--- config.mk ---
export PLATFORM = sky130hd
export DESIGN_NAME = riscv_id_ex_stage
export DESIGN_NICKNAME = d
export VERILOG_FILES = /design/src/rtl/riscv_id_ex_stage.sv
export SDC_FILE = /design/constraint.sdc
export NUM_CORES = 1
export LEC_CHECK = 0
export ABC_AREA = 0
export CAP_MARGIN = 15
export CORE_MARGIN = 2
export CORE_UTILIZATION = 38
export CTS_CLUSTER_SIZE = 8
export DETAILED_ROUTE_END_ITERATION = 7
export PLACE_DENSITY = 0.86
export SETUP_SLACK_MARGIN = 0.4
export SLEW_MARGIN = 10
export SYNTH_ARGS = -nofsm -noshare
export SYNTH_HDL_FRONTEND = slang
export SYNTH_SLANG_ARGS = --single-unit
--- constraint.sdc ---
create_clock -name clk -period 4.5 [get_ports clk]
set_clock_uncertainty 0.1 [all_clocks]
set_input_delay 0.9 -clock clk [delete_from_list [all_inputs] [get_ports clk]]
set_output_delay 0.9 -clock clk [all_outputs]
set_load 0.1 [all_outputs]
--- src/rtl/riscv_id_ex_stage.sv ---
// RV32I OP/OP-IMM decoder and one-entry ID/EX register feeding the ALU.
// Optional writeback forwarding into A/B enabled by defining ID_WB_FWD_EN.
module riscv_id_ex_stage #(
    parameter int          XLEN       = 32,
    parameter logic [4:0]  RESET_CTRL = 5'd0
) (
    input  logic            clk,
    input  logic            rst,
    input  logic            In_Valid,
    output logic            In_Ready,
    input  logic [31:0]     Inst,
    input  logic [XLEN-1:0] RS1_Data,
    input  logic [XLEN-1:0] RS2_Data,
    input  logic            Flush,
    input  logic            WB_En,
    input  logic [4:0]      WB_Rd,
    input  logic [XLEN-1:0] WB_Data,
    output logic            Out_Valid,
    input  logic            Out_Ready,
    output logic [4:0]      ALU_Ctrl,
    output logic [XLEN-1:0] A,
    output logic [XLEN-1:0] B,
    output logic [XLEN-1:0] Imm,
    output logic [4:0]      Rd,
    output logic            RegWrite,
    output logic            Illegal
);

    localparam logic [6:0] OPC_OP  = 7'b0110011;
    localparam logic [6:0] OPC_IMM = 7'b0010011;
    localparam logic [6:0] F7_ALT  = 7'h20;

    logic [6:0] opc;
    logic [2:0] f3;
    logic [6:0] f7;
    logic [4:0] rs1;
    logic [4:0] rs2;

    assign opc = Inst[6:0];
    assign f3  = Inst[14:12];
    assign f7  = Inst[31:25];
    assign rs1 = Inst[19:15];
    assign rs2 = Inst[24:20];

    logic            valid_q;
    logic [4:0]      ctrl_q,  ctrl_d;
    logic [XLEN-1:0] a_q,     a_d;
    logic [XLEN-1:0] b_q,     b_d;
    logic [XLEN-1:0] imm_q,   imm_d;
    logic [4:0]      rd_q;
    logic            rw_q,    rw_d;
    logic            ill_q,   ill_d;
    logic            legal;
    logic            load;

    assign In_Ready = !valid_q || Out_Ready;
    assign load     = In_Valid && In_Ready && !Flush;

    always_comb begin
        ctrl_d = 5'd0;
        imm_d  = '0;
        legal  = 1'b0;
        case (opc)
            OPC_OP: begin
                legal = (f7 == 7'h00) ||
                        (f7 == F7_ALT && (f3 == 3'b000 || f3 == 3'b101));
                case (f3)
                    3'b000:  ctrl_d = f7[5] ? 5'd9 : 5'd1;
                    3'b001:  ctrl_d = 5'd17;
                    3'b010:  ctrl_d = 5'd10;
                    3'b011:  ctrl_d = 5'd12;
                    3'b100:  ctrl_d = 5'd5;
                    3'b101:  ctrl_d = f7[5] ? 5'd19 : 5'd18;
                    3'b110:  ctrl_d = 5'd3;
                    default: ctrl_d = 5'd7;
                endcase
            end
            OPC_IMM: begin
                legal = 1'b1;
                imm_d = {{(XLEN-12){Inst[31]}}, Inst[31:20]};
                case (f3)
                    3'b000:  ctrl_d = 5'd2;
                    3'b010:  ctrl_d = 5'd11;
                    3'b011:  ctrl_d = 5'd13;
                    3'b100:  ctrl_d = 5'd6;
                    3'b110:  ctrl_d = 5'd4;
                    3'b111:  ctrl_d = 5'd8;
                    3'b001: begin
                        legal  = (f7 == 7'h00);
                        ctrl_d = 5'd14;
                        imm_d  = {{(XLEN-5){1'b0}}, rs2};
                    end
                    default: begin
                        legal  = (f7 == 7'h00) || (f7 == F7_ALT);
                        ctrl_d = f7[5] ? 5'd16 : 5'd15;
                        imm_d  = {{(XLEN-5){1'b0}}, rs2};
                    end
                endcase
            end
            default: legal = 1'b0;
        endcase
        if (!legal) begin
            ctrl_d = 5'd0;
            imm_d  = '0;
        end
        ill_d = !legal;
        rw_d  = legal && (Inst[11:7] != 5'd0);
    end

    // Forwarded value is overridden by x0 forcing below.
    always_comb begin
        a_d = RS1_Data;
        b_d = RS2_Data;
`ifdef ID_WB_FWD_EN
        if (WB_En && WB_Rd != 5'd0 && WB_Rd == rs1) a_d = WB_Data;
        if (WB_En && WB_Rd != 5'd0 && WB_Rd == rs2) b_d = WB_Data;
`endif
        if (rs1 == 5'd0) a_d = '0;
        if (rs2 == 5'd0) b_d = '0;
    end

`ifndef ID_WB_FWD_EN
    logic unused_wb;
    assign unused_wb = ^{WB_En, WB_Rd, WB_Data};
`endif

    always_ff @(posedge clk) begin
        if (rst) begin
            valid_q <= 1'b0;
            ctrl_q  <= RESET_CTRL;
            a_q     <= '0;
            b_q     <= '0;
            imm_q   <= '0;
            rd_q    <= 5'd0;
            rw_q    <= 1'b0;
            ill_q   <= 1'b0;
        end else if (Flush) begin
            valid_q <= 1'b0;
            rw_q    <= 1'b0;
            ill_q   <= 1'b0;
        end else if (load) begin
            valid_q <= 1'b1;
            ctrl_q  <= ctrl_d;
            a_q     <= a_d;
            b_q     <= b_d;
            imm_q   <= imm_d;
            rd_q    <= Inst[11:7];
            rw_q    <= rw_d;
            ill_q   <= ill_d;
        end else if (Out_Ready) begin
            valid_q <= 1'b0;
        end
    end

    assign Out_Valid = valid_q;
    assign ALU_Ctrl  = ctrl_q;
    assign A         = a_q;
    assign B         = b_q;
    assign Imm       = imm_q;
    assign Rd        = rd_q;
    assign RegWrite  = rw_q;
    assign Illegal   = ill_q;

endmodule
**Wire density map**

Scale bar: 20 µm. 20 x 20 tiles, from dark purple (low) to yellow (high), scaled to the fullest tile. Values are wire area over tile area, all layers added.
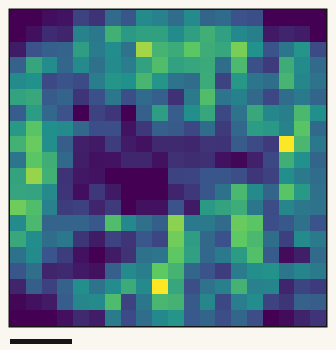
The densest ninth of the die: top middle. 6.2% of the tiles are nearly empty. The fullest tile reaches 0.51. The emptiest ninth of the die: middle. 23% of the tiles are over half the peak.

**Nets reached from selected ports**

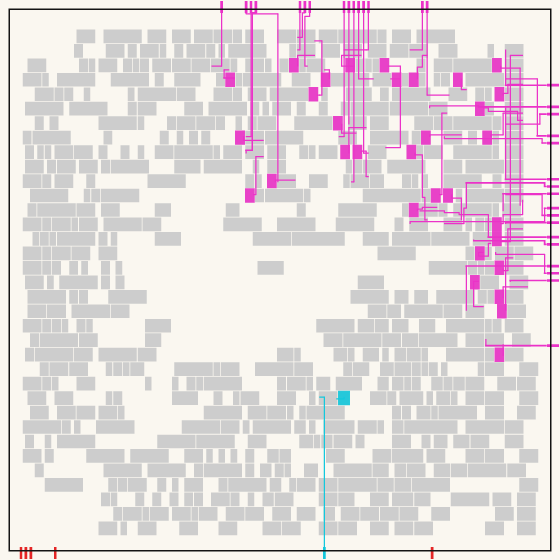
Key: cyan = `Out_Ready` [bits 1, direction input, end cells 1, buffers 1, wire 31.0 µm]; magenta = `RS2_Data` [bits 32, direction input, end cells 32, buffers 32, wire 881 µm]; red = `WB_Rd` [bits 5, direction input, end cells 0, buffers 0]
IO Pins: 249
port bufs: 210

**Drive-strength map**

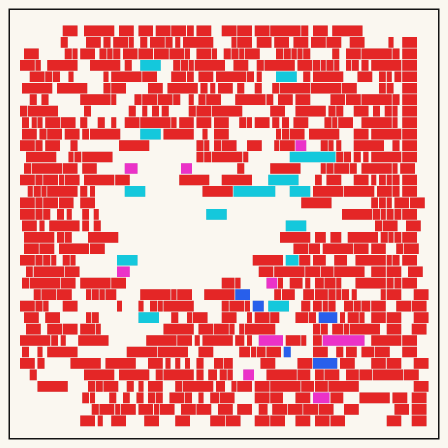
Key: red = drive 1 or less [cells 591, share 95%, most used clkdlybuf4s50_1]; blue = drive 2 [cells 5, share 0.81%]; cyan = drive 6 and up [cells 14, share 2.3%, most used clkbuf_8]; magenta = drive 3 to 4 [cells 9, share 1.5%, most used buf_4]

**Cells coloured by class**

Scale bar: 20 µm.
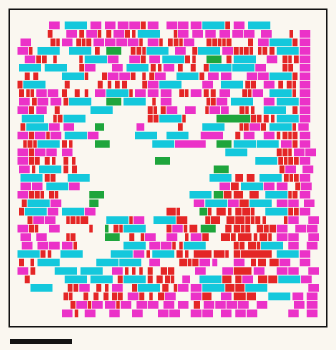
Key: red = all other logic [cells 300, share of their area 27%]; green = clock drivers and dummy loads [cells 16, share of their area 3.6%]; magenta = other buffers and delay cells [cells 214, share of their area 38%]; cyan = flip-flops [cells 89, share of their area 31%]
floorplan row count: 35
Seq area share: 0.304
Final Instance Area: 5860 µm²
final core utilization: 0.634
core area: 9240 µm²

==> GITHUB_STEP_SUMMARY <==
## Implementation flow summary

| Metric | Value |
|---|---|
| Post-detail-place hpwl | 8000 µm |
| Reg2reg setup slack | 2.04 ns |
| Setup_tns | 0 ns |
| Final setup violation count | 0 |
| Die span in x | 102 µm |
| CTS tree | done |
| Filler cells | 784 |
| Global-route wire length before repair | 16900 µm |
| Synth top area share | 0.493 |
| RSZ-0062 raised after global routing | no |
| Final Hold Viols | 0 |
| Vias | 3798 |
| GRT met2 Usage | 0.348 |
| Yosys stat area | 3610 µm² |
| Heaviest power group | registers |
| Yosys Instances | 444 |
| Crit path DRT | 3.50 ns |
| OpenROAD warning count | 64 |
| Net switching fraction of the power | 0.333 |
| Sequential area share after synthesis | 0.493 |
| Worst endpoint data arrival time | 2.31 ns |
| Combinational power share | 0.255 |
| Syn-to-layout area delta | 62.2% |
| DIE AREA | 10300 µm² |
| CP max stage delay | 1.25 ns |
| Setup Buffers After CTS | 0 |
| Final setup margin | 1.19 ns |
| Syn Inst Count | 444 |
| Synth flops | 89 |
| Min cycle time layout | 3.31 ns |
| Drt pass-1 iters | 5 |
| Share of power burned in registers | 0.444 |
| Met3 wire len | 771 µm |
| Post-synth EDFFs | 0 |
| Pre-CTS WS | 1.15 ns |
| Nets | 753 |
| Setup crit end kind | output pin |
| Vias in the first global route | 3555 |
| Hold Buf Count CTS | 0 |
| CP cell instances | clkdlybuf4s50_1 |
| DRC | 0 |
| Area after DPL | 5630 µm² |
| Status | completed |
| R2r endpoint | B[23]$_SDFFE_PP0P_ |
| YS warnings | 0 |
| Clk latency late pin | 0.35 ns |
| Dominant synthesized flop cell | dfxtp_1 |
| Cell area leaders | dfxtp_1 (49%), a21oi_1 (11%), nand2_1 (9.0%), nand3_1 (8.9%), buf_4 (4.2%) |
| Hold endpoint | A[24]$_SDFFE_PP0P_ |
| Crit path max-delay family | buffers and inverters |
| Initial antenna violation count | 0 |
| M1 GR Usage | 0.242 |
| Antenna-violating nets left | 0 |
| Die H | 102 µm |
| Min-delay src | A[24]$_SDFFE_PP0P_ |
| Most frequent cells in the layout | clkdlybuf4s50_1 (208), dfxtp_1 (89), nand2_1 (87) |
| Maximum VDD drop | 150 µV |
| Syn avg cell area | 8.14 µm² |
| Yosys top cell by area | dfxtp_1 |
| CP max FO | 22 |
| Mapped Area | 3610 µm² |
| Met2 WL | 5390 µm |
| FFs w/ async S/R, synth | 0 |
| Fin crit share | 0.735 |
| Number of max-cap violations | 0 |
| Global Route Usage Sum | 0.205 |
| Max H-tree Level | 3 |
| Reg2Reg Depth | 5 |
| Psw | 623 µW |
| Met3 Resource Use GR | 0.0497 |
| Final WL | 11100 µm |
| Inserted Diodes | 0 |
| Slowest-stage cell, CP | clkdlybuf4s50_1 |
| Hold depth | 2 |
| Internal power | 1.25 mW |
| Max layer used | met4 |
| Clock buffer depth | 2 |
| Power Dens Cells | 319 nW/µm² |
| Drt via density | 5.08 |
| Top cell type by instance count after synthesis | dfxtp_1 |
| GRT busiest layer | met2 |
| Total grt overflow | 0 |
| Worst Path Buf+Inv | 1 |
| Metal-1 WL | 4540 µm |
| Reg-to-Reg Start | Out_Valid$_SDFFE_PP0P_ |
| Clock sinks | 89 |
| DR iter-0 viols | 144 |
| Clock Power Share | 0.301 |
| FMAX | 0.303 GHz |
| Total CTS buffers | 9 |
| Clk slew on worst S/H paths | 0.09 ns |
| Post_cts resized | 0 |
| Pre-Place Util | 0.391 |
| Library cells used by synthesis | 38 |
| GP Congestion | 0.754 |
| Syn nets | 583 |
| Commonest cells post-synth | dfxtp_1 (89), nand2_1 (87), a21oi_1 (79) |
| Critical path launch point type | flip-flop |
| Max-slew headroom | 0.284 |
| Root Buffer | clkbuf_8 |
| CP Class | reg -> out |
| Slew @ Worst Pin | 1.07 ns |
| Share of cells above drive strength 1 | 0.0452 |
| Register area | 1780 µm² |
| Pins Over Slew Limit | 0 |
| Largest net degree at the start of global routing | 54 |
| Commonest Layout Cell | clkdlybuf4s50_1 |
| Comb area | 1540 µm² |
| HP Class | reg -> reg |
| Sequential power | 831 µW |
| DR WL/cell | 14.8 µm |
| Static Leak | 2.02 nW |
| Combinational gate power | 478 µW |
| Clock-net power | 563 µW |
[stage by stage]
step | instances | hold slack (ns) | utilization | power, mW
final | 748 | 0.354 | 0.634 | 1.87
after detailed placement | 731 | 0.343 | 0.609 | 1.33
after CTS | 747 | 0.356 | 0.631 | 1.89
after global placement | 731 | 0.337 | 0.609 | 1.32
after global routing | 748 | 0.373 | 0.634 | 1.94
after floorplan | 444 | 0.780 | - | 1.15
[registers in the layout, summed over array words and instances (netlist names)]
name / cells
A: 32
ALU_Ctrl: 5
B: 32
Illegal: 1
Imm: 12
Out_Valid: 1
Rd: 5
RegWrite: 1
[how the worst max path moves through the flow]
| stage | startpoint | cells after the start | slack [ns] | to |
|---|---|---|---|---|
| 6_report | Imm[30]$_SDFFE_PP0P_ | 1 | 1.19 | Imm[24] |
| 5_1_grt | Imm[30]$_SDFFE_PP0P_ | 1 | 1.07 | Imm[12] |
| 4_1_cts | Imm[30]$_SDFFE_PP0P_ | 1 | 1.15 | Imm[25] |
| 3_5_place_dp | Out_Ready | 6 | 1.15 | B[2]$_SDFFE_PP0P_ |
| 3_3_place_gp | Out_Ready | 6 | 1.21 | Rd[4]$_SDFFE_PP0P_ |
| 2_1_floorplan | Out_Valid$_SDFFE_PP0P_ | 2 | 1.77 | In_Ready |
[cell families (layout without fill, tap and decap cells)]
kind of cell,after synthesis,after routing,synth area share
xor+xnor,1,1,0.00242
compound gates,107,107,0.179
buf+inv,60,235,0.0834
flops,89,89,0.493
simple gates,187,187,0.242
[cell type report]
| cell class | count | share of cell area |
|---|---|---|
| Timing Repair Buffer | 214 | 0.368 |
| Sequential cell | 89 | 0.304 |
| Multi-Input combinational cell | 295 | 0.262 |
| Tap cell | 129 | 0.0275 |
| Clock buffer | 11 | 0.0241 |
| Clock inverter | 5 | 0.0109 |
| Inverter | 5 | 0.00320 |
Power figures rest on the tool's default switching activity, not on a simulated workload.
